$ cat config.mk
export PLATFORM = sky130hd
export DESIGN_NAME = z_event_counter
export DESIGN_NICKNAME = d
export VERILOG_FILES = /design/src/rtl/z_event_counter_pkg.sv /design/src/rtl/z_event_counter_bcd_digit.sv /design/src/rtl/z_event_counter.sv
export SDC_FILE = /design/constraint.sdc
export NUM_CORES = 1
export LEC_CHECK = 0
export CORE_UTILIZATION = 47
export CTS_CLUSTER_SIZE = 14
export DETAILED_ROUTE_END_ITERATION = 8
export PLACE_DENSITY = 0.79
export SETUP_SLACK_MARGIN = 0.1
export SLEW_MARGIN = 25
export SYNTH_ARGS = -nofsm -noshare
export SYNTH_HDL_FRONTEND = slang
export SYNTH_HIERARCHICAL = 1
export SYNTH_SLANG_ARGS = --single-unit
export TNS_END_PERCENT = 1
$ cat constraint.sdc
create_clock -name clk -period 2.2 [get_ports clk]
set_clock_uncertainty 0.15 [all_clocks]
set_input_delay 0.33 -clock clk [delete_from_list [all_inputs] [get_ports clk]]
set_output_delay 0.33 -clock clk [all_outputs]
set_load 0.05 [all_outputs]
$ cat src/rtl/z_event_counter_pkg.sv
// z_event_counter_pkg: BCD limit and seven-segment patterns shared by the counter and its display decode.
package z_event_counter_pkg;
  localparam logic [3:0] BCD_MAX = 4'd9;
  localparam logic [6:0] SEG_BLANK = 7'h00;
  localparam logic [6:0] SEG_LUT [10] = '{7'h3F, 7'h06, 7'h5B, 7'h4F, 7'h66, 7'h6D, 7'h7D, 7'h07, 7'h7F, 7'h6F};
  function automatic logic [6:0] seg_decode(input logic [3:0] d, input logic inv);
    return (d <= BCD_MAX ? SEG_LUT[d] : SEG_BLANK) ^ {7{inv}};
  endfunction
endpackage

$ cat src/rtl/z_event_counter_bcd_digit.sv
// bcd_digit: one decade counter stage; an out-of-range value reloads 0 on the next increment.
module bcd_digit
  import z_event_counter_pkg::*;
(
  input  logic       clk,
  input  logic       rst,
  input  logic       clr,
  input  logic       en,
  output logic [3:0] q,
  output logic       co
);
  assign co = en & (q == BCD_MAX);
  always_ff @(posedge clk or negedge rst)
    if (!rst) q <= '0;
    else if (clr) q <= '0;
    else if (en) q <= q >= BCD_MAX ? 4'd0 : q + 4'd1;
endmodule

$ cat src/rtl/z_event_counter.sv
// z_event_counter: counts rising edges of in_z in a wrapping 00-99 BCD counter with seven-segment outputs.
module z_event_counter
  import z_event_counter_pkg::*;
#(
  parameter logic SEG_ACTIVE_LOW = 1'b0
) (
  input  logic       clk,
  input  logic       rst,
  input  logic       in_z,
  input  logic       clr,
  input  logic       hold,
  output logic [3:0] ones,
  output logic [3:0] tens,
  output logic [6:0] seg_ones,
  output logic [6:0] seg_tens,
  output logic       ovf
);
  logic z_d, rise, ones_co, tens_co;
  assign rise = in_z & ~z_d;
  bcd_digit u_ones (.clk, .rst, .clr, .en(rise & ~hold), .q(ones), .co(ones_co));
  bcd_digit u_tens (.clk, .rst, .clr, .en(ones_co), .q(tens), .co(tens_co));
  // z_d tracks in_z even during hold/clr so a level held across either never counts later
  always_ff @(posedge clk or negedge rst)
    if (!rst) begin
      z_d <= 1'b0;
      ovf <= 1'b0;
    end else begin
      z_d <= in_z;
      ovf <= tens_co & ~clr;
    end
  assign seg_ones = seg_decode(ones, SEG_ACTIVE_LOW);
  assign seg_tens = seg_decode(tens, SEG_ACTIVE_LOW);
endmodule

Figure 1. Routing congestion map.
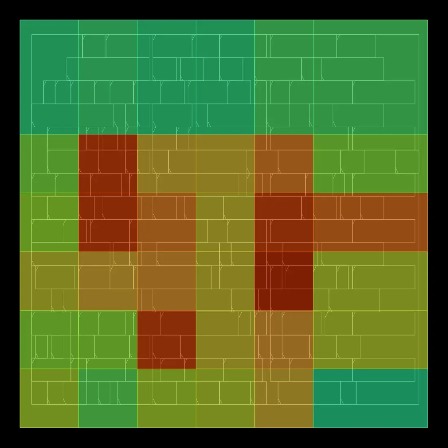
met1 Usage GRT: 31.0%
most heavily used metal layer in global routing: met2
Global Route met2 Usage: 44.6%
Final Util: 85.9%
total routing usage reported by global routing: 25.4%

Figure 2. Sizing map.
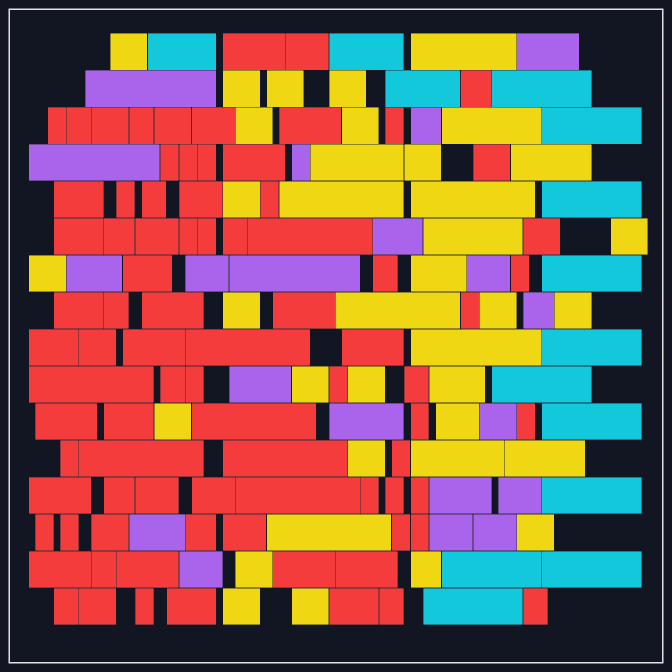
legend:
  red:
    size: x1 and smaller
    cells: 83
  cyan:
    size: x6 and larger
    cells: 14
  yellow:
    size: x3 and x4
    cells: 37
  purple:
    size: x2
    cells: 20

==> flow_results.org <==
#+TITLE: Synthesis and PnR summary

** Routing
- Detailed route wirelength on metal2 :: 1770 um
- In the post-route report, total wirelength is listed as 3220 um.
- Vias/cell :: 5.73
- Summing over every cut layer, the via total after detailed routing is 1,037.
- Wire length on met3 :: 102 um
- Detailed Routing Iterations Pass 1 :: 4
- Top layer in use :: met4
- Post-DR wirelength/cell :: 17.8 um
- The script parses the final routing iteration and logs DRC violations as 0.

** Yosys
- Post-synthesis, Yosys gives the total cell area as 992 um2.
- Number of instances in the synthesized netlist :: 114
- The commonest register cell is sky130_fd_sc_hd__dfrtp_1.
- Warnings reported by Yosys during synthesis add up to 6.
- Biggest area contributors in the synthesized netlist :: sky130_fd_sc_hd__dfrtp_1 25%, sky130_fd_sc_hd__ha_1 20%, sky130_fd_sc_hd__inv_1 4.9%
- In this run the biggest area consumer among cell types represents 25.2% of the synthesized area.
- Looking at the gate-level netlist, the highest instance count belongs to sky130_fd_sc_hd__ha_1.
- The synthesized netlist occupies a cell area of 992 um2.
- Syn nets :: 135
- The cell type that accounts for the most area after synthesis is sky130_fd_sc_hd__dfrtp_1.
- Each instance of the synthesized netlist takes up on average 8.70 um2.
- Counting flops with a built-in enable in the synthesized netlist gives 0.
- Number of distinct standard cells referenced by the synthesized netlist :: 33
- Synth Seq Share :: 25.2%
- Ranked by instance count, the synthesized netlist is headed by 16 x sky130_fd_sc_hd__ha_1, 13 x sky130_fd_sc_hd__inv_1, 10 x sky130_fd_sc_hd__dfrtp_1, 9 x sky130_fd_sc_hd__nand2_1, 8 x sky130_fd_sc_hd__a21oi_1.

** CTS
- Number of buffers between clock root and the deepest sink :: 2
- Clock-pin slew on the worst setup and hold paths :: 70 ps
- CTS built an H-tree with a depth of 1.
- Clock tree from TritonCTS :: done
- As reported, the later end of the worst-skew pair has a clock insertion delay of 270 ps.
- The report puts the hold buffer count at CTS at 0.
- Clock root buffer :: sky130_fd_sc_hd__clkbuf_4
- TritonCTS Sinks :: 10
- Per the TritonCTS log, the buffer count is 3.
- After clock tree synthesis, the repair step resized 12 gates.
- Post-CTS setup-driven buffer insertion count :: 3

** Power
- Net switching is 28.0% of the power.
- After layout, the design draws a total of 471 uW.
- Clock network fraction of total power :: 35.6%
- Internal :: 339 uW
- Summed over the clock group, the power is 168 uW.
- For this design the static power due to leakage is 0.802 nW.
- Combinational-cell power consumption :: 114 uW
- The power report lists the sequential group at 189 uW.
- Power density cells :: 277 nW/um2
- Switching component of the power :: 132 uW

** Placed design
- Counting tap cells, the placed design contains a total of 173 instances.
- The placement report lists the number of port buffers as 27.
- Weighted congestion reported at the end of routability-driven placement :: 0.802
- Post-detail-place hpwl :: 1840 um

** Die
- The floorplan step set the die height to 47.9 um.
- Total core area :: 1980 um2
- Num tapcells :: 27
- During I/O placement, the number of pins put on the boundary was 28.
- After floorplanning, the core was divided into 16 placement rows.
- Die Footprint :: 2300 um2
- The horizontal die dimension reported for this design is 47.9 um.

** Timing
- Adding up every negative setup slack in the final design gives -82.9 ps.
- Counting I/O delays and the setup requirement, the final critical path takes 2240 ps.
- The transition time recorded at the tightest slew-check pin is 510 ps.
- Number of failing setup endpoints in the final timing report :: 3
- Final WS setup :: -36.9 ps
- Final-report max-slew violation count :: 0
- Timing would allow up to 447 MHz.
- Measured against its own limit, the worst slew margin works out to 65.8%.
- RSZ-0062 raised after global routing :: true
- Of the available clock period, the critical path in the final layout requires 102%.
- Hold is met by 215 ps.
- Final hold violations :: 0

** Finish
- Synth-to-Final Area Change :: 71.5%
- The filler cells instantiated in the layout total 90.
- Counting plain and timing-repair buffers in the layout gives 40.
- The final layout contains a sequential cell count of 10.
- Non-clock inverters in the final layout number 13.
- Multi-input gates :: 87
- Buffering overhead :: 28.2%
- Most frequently placed logic cells in the final layout :: 18 x sky130_fd_sc_hd__buf_4, 11 x sky130_fd_sc_hd__inv_1, 11 x sky130_fd_sc_hd__ha_1, 11 x sky130_fd_sc_hd__buf_12, 9 x sky130_fd_sc_hd__nand2_1
- Cell type taking the most area :: multi-input combinational cells
- Fin nets :: 176
- The fraction of final cell area spent on clock buffers and inverters in this run is 2.13%.
- N_diodes :: 0
- Excluding fillers, the count of instances in the completed layout stands at 181.
- Combinational gate area :: 847 um2
- Post-layout instance area :: 1700 um2
- Commonest non-fill, non-tap cell in the layout :: sky130_fd_sc_hd__buf_4
- Of the cells placed in the final design, the portion with a size suffix greater than 1 is 46.1%.
- Area taken by flip-flops and latches :: 254 um2
- Sequential share of cell area :: 14.9%
- Largest registers :: u_ones/q (4), u_tens/q (4)
- Combinational share of cell area :: 49.8%

** Critical path
- Worst path bufs/invs :: 3
- Crit path kind :: register to output pin
- The longest incremental delay of any stage on the critical path is reported as 450 ps.
- Along the worst path, the maximum fanout reaches 7.
- The critical path endpoint has a required time of 1720 ps.
- Crit path top cell by count :: sky130_fd_sc_hd__buf_4
- Per STA, the worst path is made up of buf_4 -> buf_4 -> ha_4 -> nor3b_4 -> or3_4 -> buf_8.
- The endpoint identified for the worst register-to-register timing path is ovf.
- Slowest-stage cell, CP :: sky130_fd_sc_hd__dfrtp_2
- Crit path arrival time :: 1760 ps
- CP Capture Type :: output pin
- The worst setup path is launched from a register.
- Reg2reg setup slack :: 280 ps
- In this design, the largest share of critical-path delay is due to buffers and inverters.
- Counting buffers and inverters, the worst setup path is 6 cells deep.

** Job
- Per the run summary, max-cap violations total 0.

** Status
- Run status :: complete, but fails checks
- The final reports fail on negative setup slack.

** Global route
- The first global-routing pass estimated 4050 um of wire.
- The number of antenna violations at the first check in global routing came to 0.
- Entering global routing, the biggest net connects 14 pins.
- Via count of the first global-routing pass :: 915

** Hold path
- Type of the tightest min-delay check :: input pin to async pin
Figure 3. Ports around the boundary.
Scale bar: 10 um. Pins as bars across the die edge, other pins in gray.
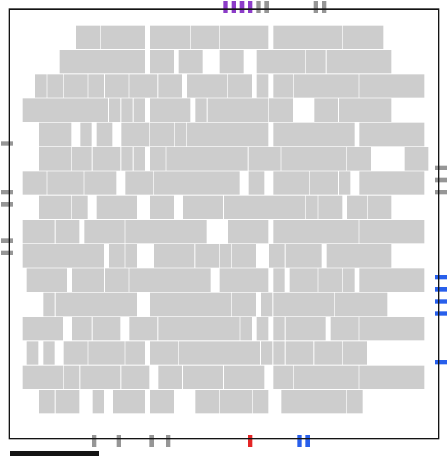
legend:
  purple:
    port: ones
    pins: 4
    direction: output
    edge: top
  blue:
    port: seg_tens
    pins: 7
    direction: output
    edge: 5 right, 2 bottom
  red:
    port: ovf
    pins: 1
    direction: output
    edge: bottom
all pins by edge: 8 top, 8 right, 7 bottom, 5 left

Figure 4. Wiring by layer.
Only two layers are drawn.
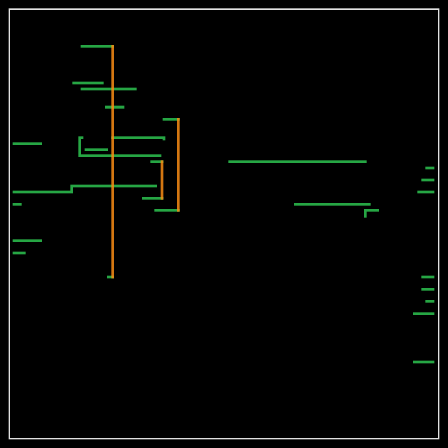
legend:
  orange:
    layer: M4
    wire_length: 40.1 um
  green:
    layer: M3
    wire_length: 102 um

## how the worst max path moves through the flow
stage | startpoint | endpoint | slack (ps)
3_5_place_dp | u_ones/q[1] | seg_ones[6] | 140
2_1_floorplan | u_ones/q[0] | seg_ones[6] | -130
6_report | u_ones/q[0] | seg_ones[6] | -40
3_3_place_gp | in_z | u_tens/q[3] | 190
4_1_cts | u_ones/q[1] | seg_ones[4] | 10
5_1_grt | u_ones/q[0] | seg_ones[6] | -70
## logic make-up (layout without fill, tap and decap cells)
group | after synthesis | after routing | synth area share (%)
AOI/OAI and AO/OA | 31 | 31 | 23.5
adders and majority gates | 16 | 16 | 20.2
buffers and inverters | 17 | 57 | 8.45
DFF | 10 | 10 | 25.2
and+or+nand+nor | 40 | 40 | 22.7
Power and IR drop assume default switching activity.
